==> config.mk <==
export PLATFORM = sky130hd
export DESIGN_NAME = regfile_dump
export DESIGN_NICKNAME = d
export VERILOG_FILES = /design/src/rtl/cpu_debug_pkg.sv /design/src/rtl/dump_out_reg.sv /design/src/rtl/regfile_dump.sv
export SDC_FILE = /design/constraint.sdc
export NUM_CORES = 1
export LEC_CHECK = 0
export CAP_MARGIN = 20
export CELL_PAD_IN_SITES_DETAIL_PLACEMENT = 0
export CELL_PAD_IN_SITES_GLOBAL_PLACEMENT = 2
export CORE_UTILIZATION = 23
export DETAILED_ROUTE_END_ITERATION = 16
export GPL_ROUTABILITY_DRIVEN = 0
export PLACE_DENSITY = 0.89
export SYNTH_ARGS = -nofsm -noshare
export SYNTH_HDL_FRONTEND = slang
export SYNTH_SLANG_ARGS = --single-unit
==> constraint.sdc <==
create_clock -name clk -period 3.7 [get_ports clk]
set_input_delay 0.37 -clock clk [delete_from_list [all_inputs] [get_ports clk]]
set_output_delay 0.37 -clock clk [all_outputs]
set_load 0.01 [all_outputs]
Figure 1. Routing congestion map.
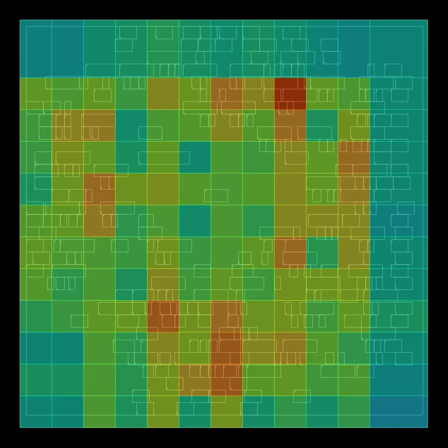
Avg WL per Cell: 11.5 um
most used routing layer: met2
met3 Use GR: 0.0410

Figure 2. Ports around the boundary.
Drawn at 3 px/um. Pins as bars across the die edge, other pins in grey.
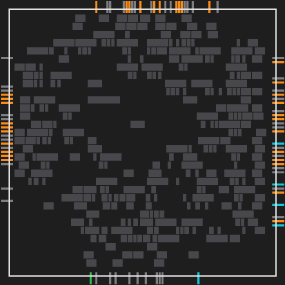
Key: cyan = `Out_Index` [pins 5, direction output, edge 4 right, 1 bottom]; green = `Out_Valid` [pins 1, direction output, edge bottom]; orange = `Reg_Data` [pins 32, direction input, edge 12 right, 10 top, 10 left]
All pins by edge: 29 right, 22 top, 21 left, 11 bottom.
IO buf count: 82
die height: 88.4 um
Die W: 88.4 um

Figure 3. Register map, names as in the netlist.
Drawn at 3 px/um. Other sequential cells in the stronger grey, the rest of the logic in the fainter grey.
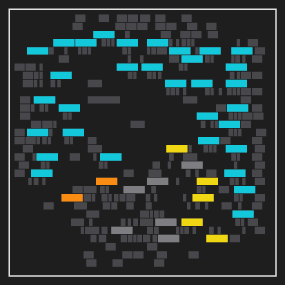
Key: cyan = `u_out_reg.data_o` [placed flops 32]; yellow = `u_out_reg.idx_o` [placed flops 5]; orange = `state_q` [placed flops 2]
Another 6 sequential cells are not coloured.
Seq power: 0.000514 W
Reg area: 901 um2
sequential cell area share: 0.331
Final Util: 0.375

Figure 4. Port wiring.
Drawn at 4 px/um.
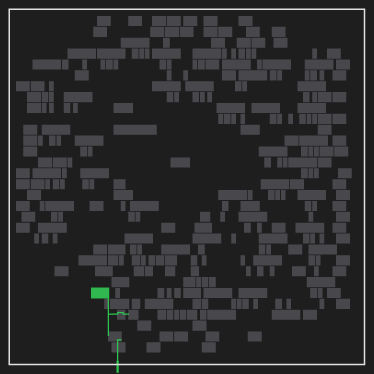
Key: green = `Out_Valid` [bits 1, direction output, edge bottom, end cells 1, buffers 1, wire 22.1 um]
I/O pins: 83

==> changes_impl.md <==
### Metrics

- Pin count of the biggest net entering global routing: ~46
- Starting Density: 0.237
- Power Dens Cells: roughly 380 nW/um2
- Mapped cell area: 1720 um2
- Maximum capacitance violations: 0
- DRT iter0 DRCs: approximately 47
- M1 GR Usage: 0.148
- Sequential Power Share: 0.492
- Slew HR: 0.389
- DR vias/cell: around 4.2
- Antenna-violating nets left: 0
- Max FO, Critical Path: 7
- GR Util All Layers: 0.118
- Total negative slack: 0 ns
- Total Power: around 0.0010 W
- Worst Path Arrival: 2.47 ns
- Sw Pwr: 0.000252 W
- # rows: 31
- Postcts setup bufs: 0
- DP Area: ~2600 um2
- Most numerous logic cells after layout: clkdlybuf4s50_1 (81), nand2_1 (80), dfxtp_1 (45), a21oi_1 (45), ha_1 (6)
- Post-Synth AOI/OAI Area: 0.155
- H-tree depth: 2
- Worst Max-Slew Pin Slew: 0.915 ns
- Final worst-path setup slack: ~1.5 ns
- RSZ-0062 raised after global routing: false
- Layout cells sized above 1: 0.0341
- Hold-critical path depth: 2
- CTS Buffer Depth: 2
- First-pass GRT wire length: about 7200 um
- Worst-Skew Late Latency: slightly below 0.3 ns
- Int Pwr: approximately 0.00079 W
- Flops after synth: between 40 and 50
- Post-CTS resize count: 0
- Sequential area share after synthesis: 0.524
- Top cell area share: 0.524
- Die Size: slightly below 8000 um2
- Final antenna diode count: 0
- Setup slack, reg-to-reg: ~1.5 ns
- Yosys cell types: 23
- Setup WS pre-CTS: 1.37 ns
- Yosys warnings: 0
- Initial antenna violation count: 0
- Reg2reg path depth: 7
- Yosys Chip Area: around 1700 um2
- CTS tree: built
- Status: complete, no violations
- Drt total wl: between 4000 and 5000 um
- Critical path class: reg2reg
- Fin crit share: 0.607
- Final setup viols: 0
- HPWL after detailed placement: 3010 um
- Mux cell area share after synthesis: 0
- Clock power share: 0.355
- Syn avg cell area: between 7 and 8 um2
- Number of hold violations in the final report: 0
- Clock Skew: ~0.0090 ns
- Fin cells: approximately 390
- DR pass1 iterations: 4
- Number of global-route vias before repair: 1535
- Most numerous logic cell after layout: clkdlybuf4s50_1
- Remaining DRCs: 0
- GRT met2 Usage: 0.189
- CORE AREA: ~7300 um2
- Ys cells: 216
- Xor+xnor area frac: 0
- Worst Hold Class: reg2reg
- # placed instances: between 300 and 400
- Leakage: 0.939 nW
- Syn Inst Count: roughly 220
- Final Slew Violations: 0
- Combinational group share of total power: 0.153
- VDD IR max: ~0.12 mV
- Post-synthesis adder-cell area fraction: 0.0437
- Fmax: approximately 450 MHz
- Sw Ratio: 0.241
- Min cycle time layout: roughly 2.2 ns
- Number of hold buffers added after cts: 0
- Tool warnings: 29
- CTS Root Cell: clkbuf_8
- Grt total ovfl: 0
- Layout area overhead: 58.5%
- Synth area leaders: dfxtp_1 (52%), nand2_1 (17%), a21oi_1 (13%)
- Clk slew on worst S/H paths: 0.09 ns
- Area leader, netlist: dfxtp_1
- Final hold slack: 0.456 ns
- Yosys simple share: 0.237
- Largest register FFs: 32
- Dominant kind of combinational cell: simple AND/OR/NAND/NOR gates
- Worst path required time: 3.93 ns
- Post-Syn Nets: roughly 260
- Final Net Count: about 340
- Final instance area: ~2700 um2
- Via count: ~1700
- # clock sinks: between 40 and 50
- CP Launch Type: register
- CTS Buf Count: 5
- CP endpoint kind: register
layout make-up:
cell class	instances	area (um2)
Clock buffer	6	72.6
Clock inverter	2	38.8
Fill cell	762	4530
Sequential cell	45	901
Inverter	2	7.51
Timing Repair Buffer	83	823
Multi-Input combinational cell	155	756
Tap cell	99	124
power groups by stage:
stage | registers [W] | clock network (W) | logic [W]
2_1_floorplan | 0.000533 | 0 | 0.0000612
3_3_place_gp | 0.000526 | 0 | 0.000162
3_5_place_dp | 0.000526 | 0 | 0.000162
4_1_cts | 0.000515 | 0.000389 | 0.000163
5_1_grt | 0.000517 | 0.000406 | 0.000177
6_report | 0.000514 | 0.000371 | 0.000160
worst max-delay path, stage by stage, from the launching register on:
cell and delay, ns:
dfxtp_1 0.37, ha_1 0.24, and3_1 0.19, ha_1 0.22, nand2b_1 0.17, a211o_1 0.38, or4_1 0.48, a21oi_1 0.14
cell usage after synthesis:
| master | n |
|---|---|
| a211o_1 | 1 |
| nor2_1 | 3 |
| o21bai_1 | 1 |
| buf_2 | 1 |
| nand4b_1 | 1 |
| or3_1 | 2 |
| dfxtp_1 | 45 |
| buf_6 | 1 |
| nand2b_1 | 2 |
| nand3_1 | 3 |
| nand2_1 | 80 |
| nor2b_1 | 3 |
| a21oi_1 | 45 |
| o21ai_0 | 2 |
| buf_1 | 4 |
| and3_1 | 1 |
| ha_1 | 6 |
| inv_1 | 2 |
| or4_1 | 1 |
| or2b_1 | 1 |
| clkbuf_1 | 8 |
| and2_1 | 1 |
| a211oi_1 | 2 |
routing by layer:
metal / vias up / part of all wire / wire, um
met1: 739 / 0.46 / 2060
li1: 854 / - / -
met4: 0 / 0.0087 / 39
met3: 5 / 0.086 / 387
met5: - / 0 / 0
met2: 60 / 0.45 / 2010
Power and IR drop assume default switching activity.
